**Track usage over the die**

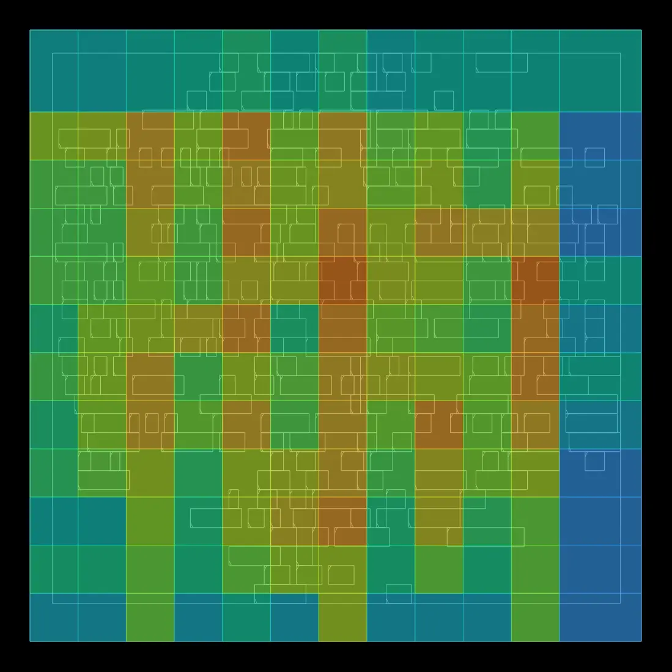
**Routed metal per tile**

(4 px per um) The die is cut into 18 by 18 equal tiles; dark blue is low, red is high, scaled to the fullest tile. Values are wire area over tile area, all layers added.
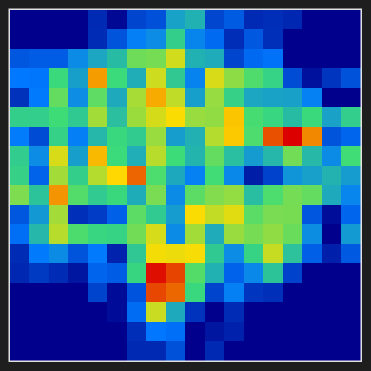
**The metal 3 layer**

(6 px per um)
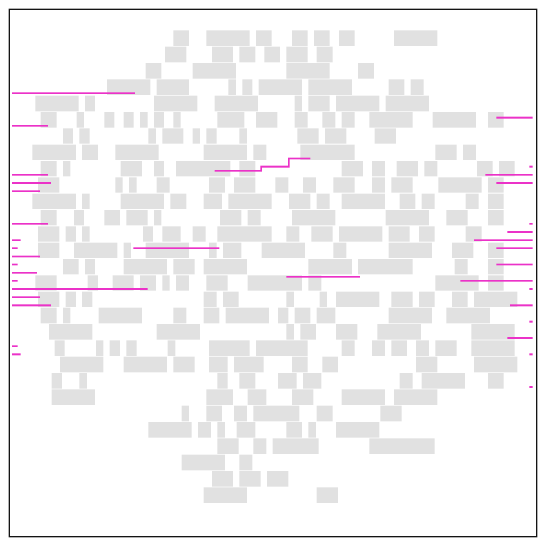
**Met2 routing**

(6 px per um)
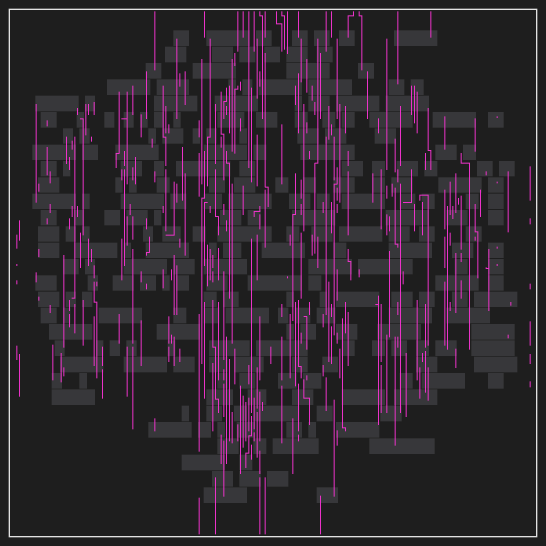
**Ports around the boundary**

(6 px per um) Pins as bars across the die edge, other pins in grey.
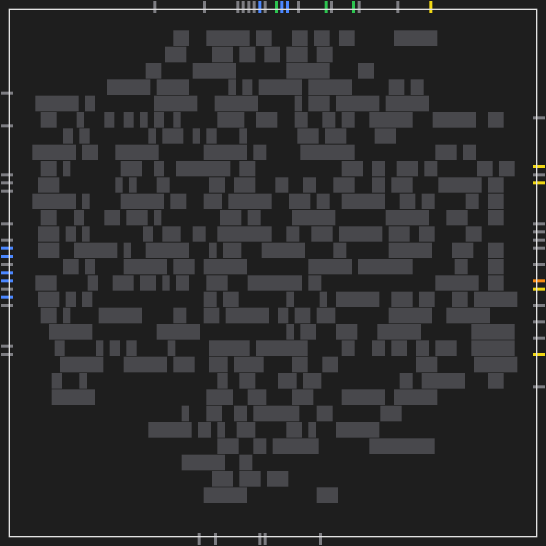
## config.mk

```make
export PLATFORM = sky130hd
export DESIGN_NAME = init_command_sequencer_8259
export DESIGN_NICKNAME = d
export VERILOG_FILES = /design/src/rtl/init_command_sequencer_8259.sv
export SDC_FILE = /design/constraint.sdc
export NUM_CORES = 1
export LEC_CHECK = 0
export CELL_PAD_IN_SITES_DETAIL_PLACEMENT = 1
export CELL_PAD_IN_SITES_GLOBAL_PLACEMENT = 2
export CORE_MARGIN = 3
export CORE_UTILIZATION = 28
export CTS_BUF_LIST = sky130_fd_sc_hd__clkbuf_16
export DETAILED_ROUTE_END_ITERATION = 12
export GPL_ROUTABILITY_DRIVEN = 0
export MAX_ROUTING_LAYER = met4
export PLACE_DENSITY = 0.85
export SLEW_MARGIN = 10
export SYNTH_ARGS = -nofsm -noshare
export SYNTH_HDL_FRONTEND = slang
export SYNTH_SLANG_ARGS = --single-unit
```

## constraint.sdc

```tcl
create_clock -name clock -period 1.4 [get_ports clock]
set_input_delay 0.14 -clock clock [delete_from_list [all_inputs] [get_ports clock]]
set_output_delay 0.14 -clock clock [all_outputs]
set_load 0.05 [all_outputs]
```

## src/rtl/init_command_sequencer_8259.sv

```systemverilog
// 8259-style initialisation and operation command sequencer: walks ICW1..ICW4,
// then decodes OCW1/OCW2/OCW3 into registered configuration levels and one-cycle pulses.
module init_command_sequencer_8259 (
    input  logic       clock,
    input  logic       reset,
    input  logic [7:0] internal_data_bus,
    input  logic       write_icw1,
    input  logic       write_icw2_4,
    input  logic       write_ocw1,
    input  logic       write_ocw2,
    input  logic       write_ocw3,
    output logic       init_done,
    output logic       level_triggered,
    output logic       single_mode,
    output logic [4:0] vector_base,
    output logic [7:0] cascade_config,
    output logic       u8086_mode,
    output logic       auto_eoi,
    output logic       buffered_mode,
    output logic       buffered_master,
    output logic       special_fully_nested,
    output logic [7:0] interrupt_mask,
    output logic       auto_rotate,
    output logic       eoi_nonspecific,
    output logic       eoi_specific,
    output logic [2:0] eoi_level,
    output logic       rotate_on_eoi,
    output logic       set_priority,
    output logic       priority_reset,
    output logic       read_isr_select,
    output logic       special_mask_mode,
    output logic       poll_command
);

    typedef enum logic [2:0] {
        WAIT_ICW1,
        WAIT_ICW2,
        WAIT_ICW3,
        WAIT_ICW4,
        READY
    } state_t;

    state_t state;
    state_t next_state;
    logic   icw4_needed;

    always_ff @(posedge clock) begin
        if (reset) state <= WAIT_ICW1;
        else       state <= next_state;
    end

    always_comb begin
        next_state = state;
        if (write_icw1) begin
            next_state = WAIT_ICW2;
        end else if (write_icw2_4) begin
            case (state)
                WAIT_ICW2: begin
                    if (!single_mode)     next_state = WAIT_ICW3;
                    else if (icw4_needed) next_state = WAIT_ICW4;
                    else                  next_state = READY;
                end
                WAIT_ICW3: next_state = icw4_needed ? WAIT_ICW4 : READY;
                WAIT_ICW4: next_state = READY;
                default:   next_state = state;
            endcase
        end
    end

    assign init_done = (state == READY);

    always_ff @(posedge clock) begin
        if (reset) begin
            level_triggered      <= 1'b0;
            single_mode          <= 1'b0;
            icw4_needed          <= 1'b0;
            vector_base          <= '0;
            cascade_config       <= '0;
            u8086_mode           <= 1'b0;
            auto_eoi             <= 1'b0;
            buffered_mode        <= 1'b0;
            buffered_master      <= 1'b0;
            special_fully_nested <= 1'b0;
            interrupt_mask       <= '0;
            auto_rotate          <= 1'b0;
            eoi_nonspecific      <= 1'b0;
            eoi_specific         <= 1'b0;
            eoi_level            <= '0;
            rotate_on_eoi        <= 1'b0;
            set_priority         <= 1'b0;
            priority_reset       <= 1'b0;
            read_isr_select      <= 1'b0;
            special_mask_mode    <= 1'b0;
            poll_command         <= 1'b0;
        end else begin
            eoi_nonspecific <= 1'b0;
            eoi_specific    <= 1'b0;
            rotate_on_eoi   <= 1'b0;
            set_priority    <= 1'b0;
            priority_reset  <= 1'b0;
            poll_command    <= 1'b0;

            // ICW1 wins over every other strobe in the same cycle
            if (write_icw1) begin
                level_triggered   <= internal_data_bus[3];
                single_mode       <= internal_data_bus[1];
                icw4_needed       <= internal_data_bus[0];
                interrupt_mask    <= '0;
                special_mask_mode <= 1'b0;
                auto_rotate       <= 1'b0;
                read_isr_select   <= 1'b0;
                priority_reset    <= 1'b1;
                if (!internal_data_bus[0]) begin
                    u8086_mode           <= 1'b0;
                    auto_eoi             <= 1'b0;
                    buffered_mode        <= 1'b0;
                    buffered_master      <= 1'b0;
                    special_fully_nested <= 1'b0;
                end
            end else begin
                if (write_icw2_4) begin
                    case (state)
                        WAIT_ICW2: vector_base    <= internal_data_bus[7:3];
                        WAIT_ICW3: cascade_config <= internal_data_bus;
                        WAIT_ICW4: begin
                            u8086_mode           <= internal_data_bus[0];
                            auto_eoi             <= internal_data_bus[1];
                            buffered_master      <= internal_data_bus[2];
                            buffered_mode        <= internal_data_bus[3];
                            special_fully_nested <= internal_data_bus[4];
                        end
                        default: ;
                    endcase
                end

                if (state == READY) begin
                    if (write_ocw1) interrupt_mask <= internal_data_bus;

                    if (write_ocw2) begin
                        eoi_level <= internal_data_bus[2:0];
                        case (internal_data_bus[7:5])
                            3'b001: eoi_nonspecific <= 1'b1;
                            3'b011: eoi_specific    <= 1'b1;
                            3'b101: begin
                                eoi_nonspecific <= 1'b1;
                                rotate_on_eoi   <= 1'b1;
                            end
                            3'b111: begin
                                eoi_specific  <= 1'b1;
                                rotate_on_eoi <= 1'b1;
                            end
                            3'b110: set_priority <= 1'b1;
                            3'b100: auto_rotate  <= 1'b1;
                            3'b000: auto_rotate  <= 1'b0;
                            default: ;
                        endcase
                    end

                    if (write_ocw3 && !internal_data_bus[7]) begin
                        if (internal_data_bus[1]) read_isr_select   <= internal_data_bus[0];
                        if (internal_data_bus[6]) special_mask_mode <= internal_data_bus[5];
                        if (internal_data_bus[2]) poll_command      <= 1'b1;
                    end
                end
            end
        end
    end

endmodule

```

==> metrics.yaml <==
dieWidth_um: 87.7
ys_chip_area_um2: 1870
dr_wl_met2_um: 2330
layout_top_cells: "dfxtp_1, buf_4, nand2b_1, mux2i_1, nand2_1"
synthTopCellsByCount: "dfxtp_1, nand2b_1, mux2i_1"
pg_clk_w: 0.00132
nFillCells: 737
r2r-start: "state[2]$_SDFFE_PP0P_"
initCoreUtil_pct: 29.1
synth_top_area_share_pct: 47.2
cts_resized: 1
netSwitchingFraction_pct: 22.5
vdd_drop_max_uv: 461
yosys_warnings: 0
cts_hold_buf: 0
antenna_found_initial: 0
nNonClkInverters: 0
p_clk_share_pct: 45.8
criticalPathCategory: "reg -> out"
dp_hpwl_um: 3620
clkbuf_count: 5
wire_per_inst_um: 15.1
ys_cells: 185
gr-usage-all-layers_pct: 13.8
seqCellArea_um2: 883
async_reset_ff_share_pct: 0
route.met3.wl_um: 202
cts.sinks: 44
grt_max_degree: 35
cap_violations: 0
p_leak_nw: 1.21
ys.flop_type: "dfxtp_1"
fin_crit_ns: 1.35
buffers: 68
top_cell: "dfxtp_1"
wl_met1_um: 2380
first_pass_iters: 4
top_cells_by_area: "dfxtp_1, mux2i_1, nand2b_1"
ios: 56
path_delay_family: "flip-flops"
fin_tns_setup_ns: 0
period_used_pct: 96.3
grt_pass1_vias: 1554
rows: 29
clock_path_buffers: 2
powerSeq_w: 0.00129
maxSlewViolCount: 0
ys_ff: 44
syn_avg_cell_area_um2: 10.1
crit_path_end_kind: "output port"
drtAntennaViolNets: 0
final-clk-cell-share_pct: 6.05
hold_violations: 0
rsz0062_at_grt: "false"
viasPerCell: 4.69
yosys.stat.seqShare_pct: 47.2
dpl_cell_area_um2: 2590
place_inst: 318
path_buffers: 2
power.group.top: "the clock network"
p_per_area_nw_per_um2: 1040
critPathSlowestCell: "dfxtp_1"
synth_top_cell_by_area: "dfxtp_1"
worst_slew_pin_slew_ns: 0.336
pwr-share-comb_pct: 9.5
ys_types: 34
post-cts-setup-buffers: 1
critPathMaxStageDelay_ns: 0.39
finalWorstSetupSlack_ns: 0.0523
comb_cells: 130
r2r_slack_ns: 0.14
core-area_um2: 6420
overflow: 0
worstRegToRegCells: 4
slew_headroom_pct: 77.5
design_area_um2: 2770
cp-endpoint: "init_done"
seq-cell-share_pct: 31.9
cp_max_fo: 5
rr_endpoint: "rotate_on_eoi$_SDFF_PP0_"
comb_area_um2: 930
nFlopsAndLatches: 44
crit_arrival_ns: 1.21
bufAreaShareNonClock_pct: 25.1
cts_tree: "done"
pwr-share-seq_pct: 44.7
final_cells: 327
max_freq_mhz: 742
cp-startpoint: "state[2]$_SDFFE_PP0P_"
hold_path.class: "reg -> reg"
sh_comb_area_pct: 33.5
warnings: 27
chipArea_um2: 7680
synthesis.nets: 200
insertion_delay_ns: 0.28
drive_gt1_share_pct: 28.8
switchingPower_w: 0.000648
dr.first_iter.drc_count: 68
route.detailed.drc: 0
path_clk_slew_ns: 0.06
top_regs: "cascade_config: 8 flops, interrupt_mask: 8 flops, vector_base: 5 flops"
cp.required_ns: 1.26
syn_area_um2: 1870
numCtsBuffers: 5
power.total_w: 0.00289
taps: 77
edf_count: 0
cp.depth: 3
place_ws_ns: -0.116
area_dominant_class: "logic gates"
ctsRootBufferMaster: "clkbuf_16"
start_kind: "register"
grt_pass1_wl_um: 7950
internal_power_w: 0.00224
final_nets: 264
finalClockSkew_ns: 0.00501
finalSetupViolCount: 0
power_combinational_w: 0.000274
io_buffers: 55
area_growth_pct: 48.5
htreeDepth: 2
path_cells: "nor3b_4 > buf_4 > buf_12"
worstHoldStart: "read_isr_select$_SDFFE_PP0P_"
outcome: "completed"
dieHeight_um: 87.7
diodes: 0
highest_layer: "met4"
whs_ns: 0.466
synthCells: 185
-- 'track usage over the die' (at the start) --
M3 GR Usage: 3.48%
met1 usage: 17.7%
met2 Use GR: 21.6%
final core area utilization: 43.2%

-- 'routed metal per tile' (at the start) --
tiles over half the peak	24%
fullest tile	0.32
nearly empty tiles	23%
emptiest ninth of the die	bottom left
mean over tiles	0.099
densest ninth of the die	middle

-- 'the metal 3 layer' (at the start) --
share of all routed wire	4.1%
wire length on this layer	202 um
main direction	horizontal
longest straight run	22.3 um
nets with wire on the layer	34
via count: 1532
Total Wirelength: 4940 um

-- 'met2 routing' (at the start) --
wire length on this layer	2330 um
nets with wire on the layer	232
longest straight run	38.1 um
share of all routed wire	47%
main direction	vertical

-- 'ports around the boundary' (at the start) --
colour	port	pins	direction	edge
green	eoi_level	3	output	top
blue	internal_data_bus	8	input	5 left, 3 top
yellow	vector_base	5	output	4 right, 1 top
orange	special_fully_nested	1	output	right
all pins by edge	18 top, 17 left, 16 right, 5 bottom

layer usage:
layer | vias up | global-route usage, %
li1 | 761 | -
met1 | 732 | 17.7
met2 | 37 | 21.6
met3 | 2 | 3.48
met4 | 0 | 3.35
met5 | - | -
worst min-delay path by stage:
stage | end | depth (start not counted)
after floorplan | set_priority$_SDFF_PP0_ | 1
after global placement | read_isr_select$_SDFFE_PP0P_ | 2
after detailed placement | read_isr_select$_SDFFE_PP0P_ | 2
after CTS | read_isr_select$_SDFFE_PP0P_ | 2
after global routing | interrupt_mask[3]$_SDFFE_PP0P_ | 2
final | read_isr_select$_SDFFE_PP0P_ | 2
cells by family (layout without fill, tap and decap cells):
family	Yosys count	count (layout)	share of synthesized area [%]
simple gates	89	89	31.0
flops	44	44	47.2
mux	26	26	13.9
compound gates	15	15	4.89
buf+inv	11	76	3.02
Power figures rest on the tool's default switching activity, not on a simulated workload.
